==> config.mk <==
export PLATFORM = sky130hd
export DESIGN_NAME = text_console_writer
export DESIGN_NICKNAME = d
export VERILOG_FILES = /design/src/rtl/text_console_pkg.sv /design/src/rtl/text_console_cursor.sv /design/src/rtl/text_console_writer.sv
export SDC_FILE = /design/constraint.sdc
export NUM_CORES = 1
export LEC_CHECK = 0
export ABC_AREA = 1
export CAP_MARGIN = 20
export CORE_ASPECT_RATIO = 1.1
export CORE_UTILIZATION = 51
export CTS_CLUSTER_SIZE = 14
export DETAILED_ROUTE_END_ITERATION = 8
export PLACE_DENSITY = 0.78
export SETUP_SLACK_MARGIN = 0.2
export SLEW_MARGIN = 40
export SYNTH_ARGS = -nofsm -noshare
export SYNTH_HDL_FRONTEND = slang
export SYNTH_HIERARCHICAL = 1
export SYNTH_SLANG_ARGS = --single-unit
==> constraint.sdc <==
create_clock -name clk -period 2.4 [get_ports clk]
set_clock_uncertainty 0.1 [all_clocks]
set_input_delay 0.24 -clock clk [delete_from_list [all_inputs] [get_ports clk]]
set_output_delay 0.24 -clock clk [all_outputs]
set_load 0.05 [all_outputs]
Cell placement:
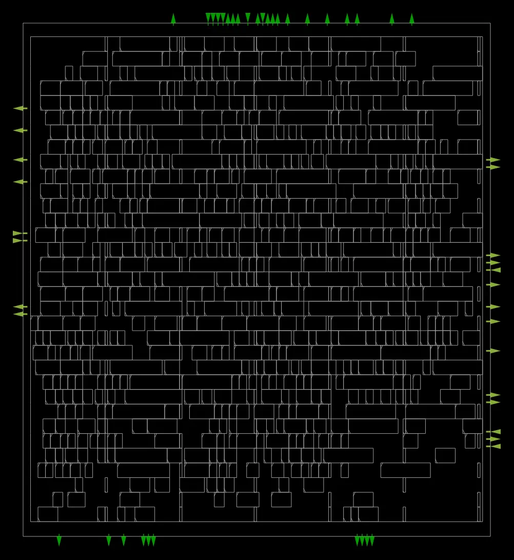
n_taps: 105
filler instances: 629
FP Rows: 33
Non-Filler Instances: 768
sequential cell area share: 23.6%

Routed metal, one color a layer:
Scale bar: 20 µm.
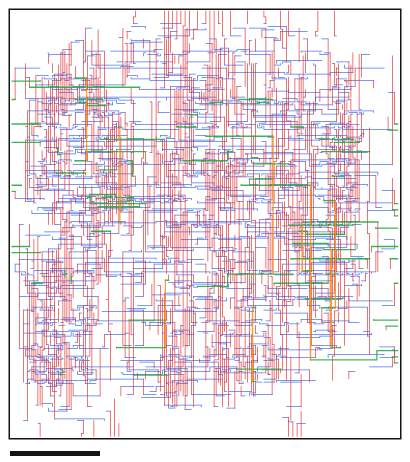
color	layer	wire length
red	metal 2	5920 µm
green	metal 3	491 µm
orange	metal 4	197 µm
blue	metal 1	4380 µm
Routed WL: 11000 µm
WL/cell: 14.3 µm
DR vias: 4115
GRT Total Usage: 27.3%

Ports around the boundary:
Pins as bars across the die edge, other pins in gray.
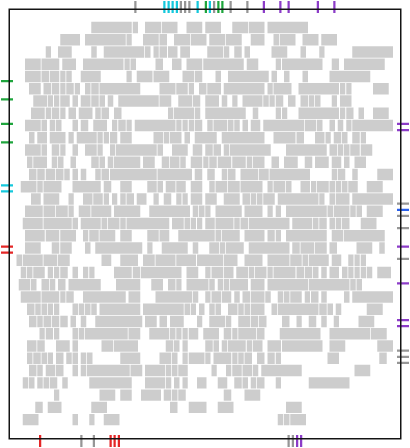
color	port	pins	direction	edge
cyan	char_data_i	8	input	6 north, 2 west
red	cursor_row_o	6	output	4 south, 2 west
blue	busy_o	1	output	east
green	cursor_col_o	7	output	4 west, 3 north
purple	waddr_o	13	output	6 east, 5 north, 2 south
all pins by edge	21 north, 14 east, 10 south, 8 west
Die W: 86.5 µm
chip height: 95 µm
Port Buffers: 47

Wires at chosen ports, followed through buffers:
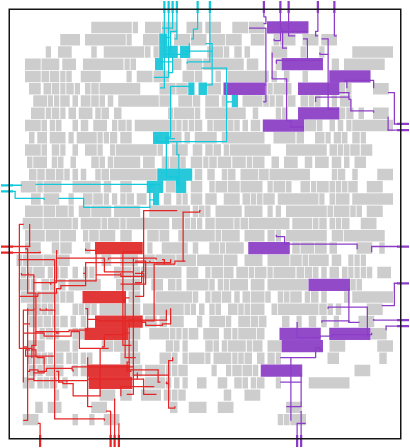
color	port	bits	direction	end cells	buffers	wire
red	cursor_row_o	6	output	6	14	765 µm
cyan	char_data_i	8	input	15	9	265 µm
purple	waddr_o	13	output	13	13	320 µm
I/O pin count: 53

Clock wires, drivers and flops:
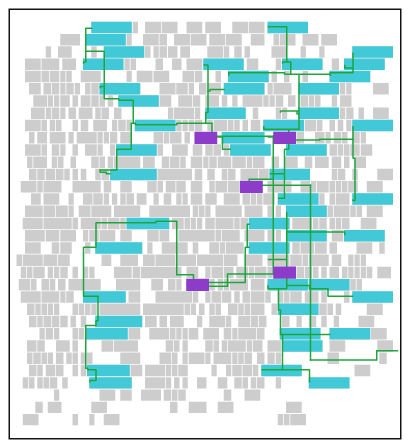
[purple] clock drivers | count: 5
[green] clock wires | length: 612 µm
[cyan] flip-flops | count: 49
flops lie	all over the die
routed clock nets	6
Clock power frac: 34.2%
clk_lat worst skew: 310 ps
Clk. pwr: 0.518 mW

==> metrics.csv <==
metric,value,unit
routed_via_density,5.36,
avgSynthCellArea,7.02,µm²
rsz0062_at_grt,yes,
clock.fmax,399,MHz
drtIter0Drc,206,
r2r_cells,13,
cts_tree,yes,
post_route_cells_drive_above_1_share,25.6,%
tightest_slew,514,ps
yosys_cells,571,
synth_warnings,6,
cp.required,2530,ps
syn_inst,571,
setup_tns,-356,ps
antenna_cells,0,
grtUsageMet2,51.9,%
clk_root_buffer_cell,clkbuf_8,
clock_path_buffers,2,
gr-usage-met3,3.32,%
startpoint_type,flip-flop,
vdd_drop_max,0.000248,V
coreArea,7510,µm²
postSynthSeqShare,30.6,%
arrival,2640,ps
drv_slew,0,
clk_pin_slew,100,ps
grt-ovfl-total,0,
finalSetupViolations,4,
chipArea,8220,µm²
fp-utilization,53.4,%
worstHoldPathType,in -> async,
clkSinkCount,49,
cts_made_buffers,5,
lay_top_cells,"nand2_1, inv_1, nand3_1",
post-dp-hpwl,8150,µm
grt_pass1_vias,3974,
busiest_layer,met2,
leakage,2.52,nW
hold_viol_final,0,
synth-seq-cells,49,
grt_antenna_before_repair,0,
drc,0,
max-slew-margin-rel,65.7,%
final_nets,693,
path_class,reg -> reg,
yosys-stat-area,4010,µm²
finalCritPeriodShare,104,%
power_density,287,nW/µm²
globalplace.congestion,0.899,
htreeDepth,2,
whs,259,ps
failed_checks,negative setup slack,
power,1.51,mW
worstSetupEndpointType,flip-flop,
status,"complete, but fails checks",
async_flop_share,100,%
synth-edff-count,0,
place_inst,747,
rrSetupSlack,-110,ps
grt_start_max_net_pins,22,
layout_top_cell,nand2_1,
layout_min_cycle_time,2510,ps
synthToLayoutAreaGrowth,31.5,%
ff_type,dfrtp_1,
tool_warnings,32,
syn_area,4010,µm²
ys_types,49,
cp_max_fo,4,
drt-pass1-iter-count,7,
grt_util_met1,32.0,%
maxCapViolations,0,
timing.final.ws_setup,-107,ps
route.antenna.remaining_nets,0,
grt_pass1_wl,17700,µm
## logic make-up (layout without fill, tap and decap cells)
group | Yosys count | count (layout) | synth area share (%)
simple gates | 335 | 335 | 39.7
buf+inv | 91 | 179 | 10.5
compound gates | 59 | 59 | 9.05
flops | 49 | 49 | 30.6
fa+ha+maj | 20 | 20 | 6.61
xor+xnor | 16 | 16 | 3.49
other cells | 1 | 5 | 0.0935
## power by group
group	switching [mW]	leakage (nW)	internal [mW]	total (mW)
clock network	0.283	0.0445	0.235	0.518
registers	0.00762	0.607	0.829	0.836
logic	0.105	1.87	0.0537	0.158
total	0.395	2.52	1.12	1.51
## synth_stat cells (all sizes together) (2+ instances only)
cell type,count,area [µm²]
nand3,61,340
ha,18,225
xor2,10,87.6
a21oi,18,105
inv,73,274
buf,15,133
nor3,17,95.1
dfrtp,48,1200
o21ai,29,156
nor3b,3,22.5
nand4,16,128
nand2,174,683
o22ai,2,12.5
o211ai,2,20.0
a22oi,3,27.5
nor4,2,12.5
fa,2,40.0
nor2,60,294
clkbuf,2,7.51
xnor2,6,52.6
## worst max-delay path: stages, from the launching register on
cell     delay, ps
dfrtp_4        500
ha_4           220
ha_4           160
fa_2           580
nand2_4         70
inv_4           80
nand3_2        100
nand2_2        110
inv_1           70
nor2_4          90
nand3_1         90
nand2_1         60
nand3_1         80
a21oi_1        130
## cell type report
cell class	count	area (µm²)	area share, %
Tap cell	105	131	2.49
Multi-Input combinational cell	435	2650	50.2
Clock buffer	7	86.3	1.64
Inverter	74	285	5.41
Sequential cell	49	1240	23.6
Clock inverter	1	7.51	0.142
Timing Repair Buffer	97	867	16.4
## what timing repair did
action	4_1_cts	5_1_grt
gates resized	12	55
buffers inserted	4	8
endpoints found under the setup margin	10	37
endpoints found under the hold margin	14	0
hold buffers	1	0
pin swaps	6	12
## stage by stage
step | utilization (%) | setup WS, ps | cell area [µm²]
after global routing | 70.1 | -248 | 5270
after CTS | 66.7 | -60.1 | 5020
after floorplan | - | -95.2 | 4120
after detailed placement | 64.6 | -95.7 | 4850
final | 70.1 | -107 | 5270
after global placement | 64.6 | -3.97 | 4850
## metal layers
metal	up-vias	wire length, µm
met1	1943	4380
met5	-	0
met4	0	196
met3	19	490
met2	136	5920
li1	2017	-
Power figures rest on the tool's default switching activity, not on a simulated workload.
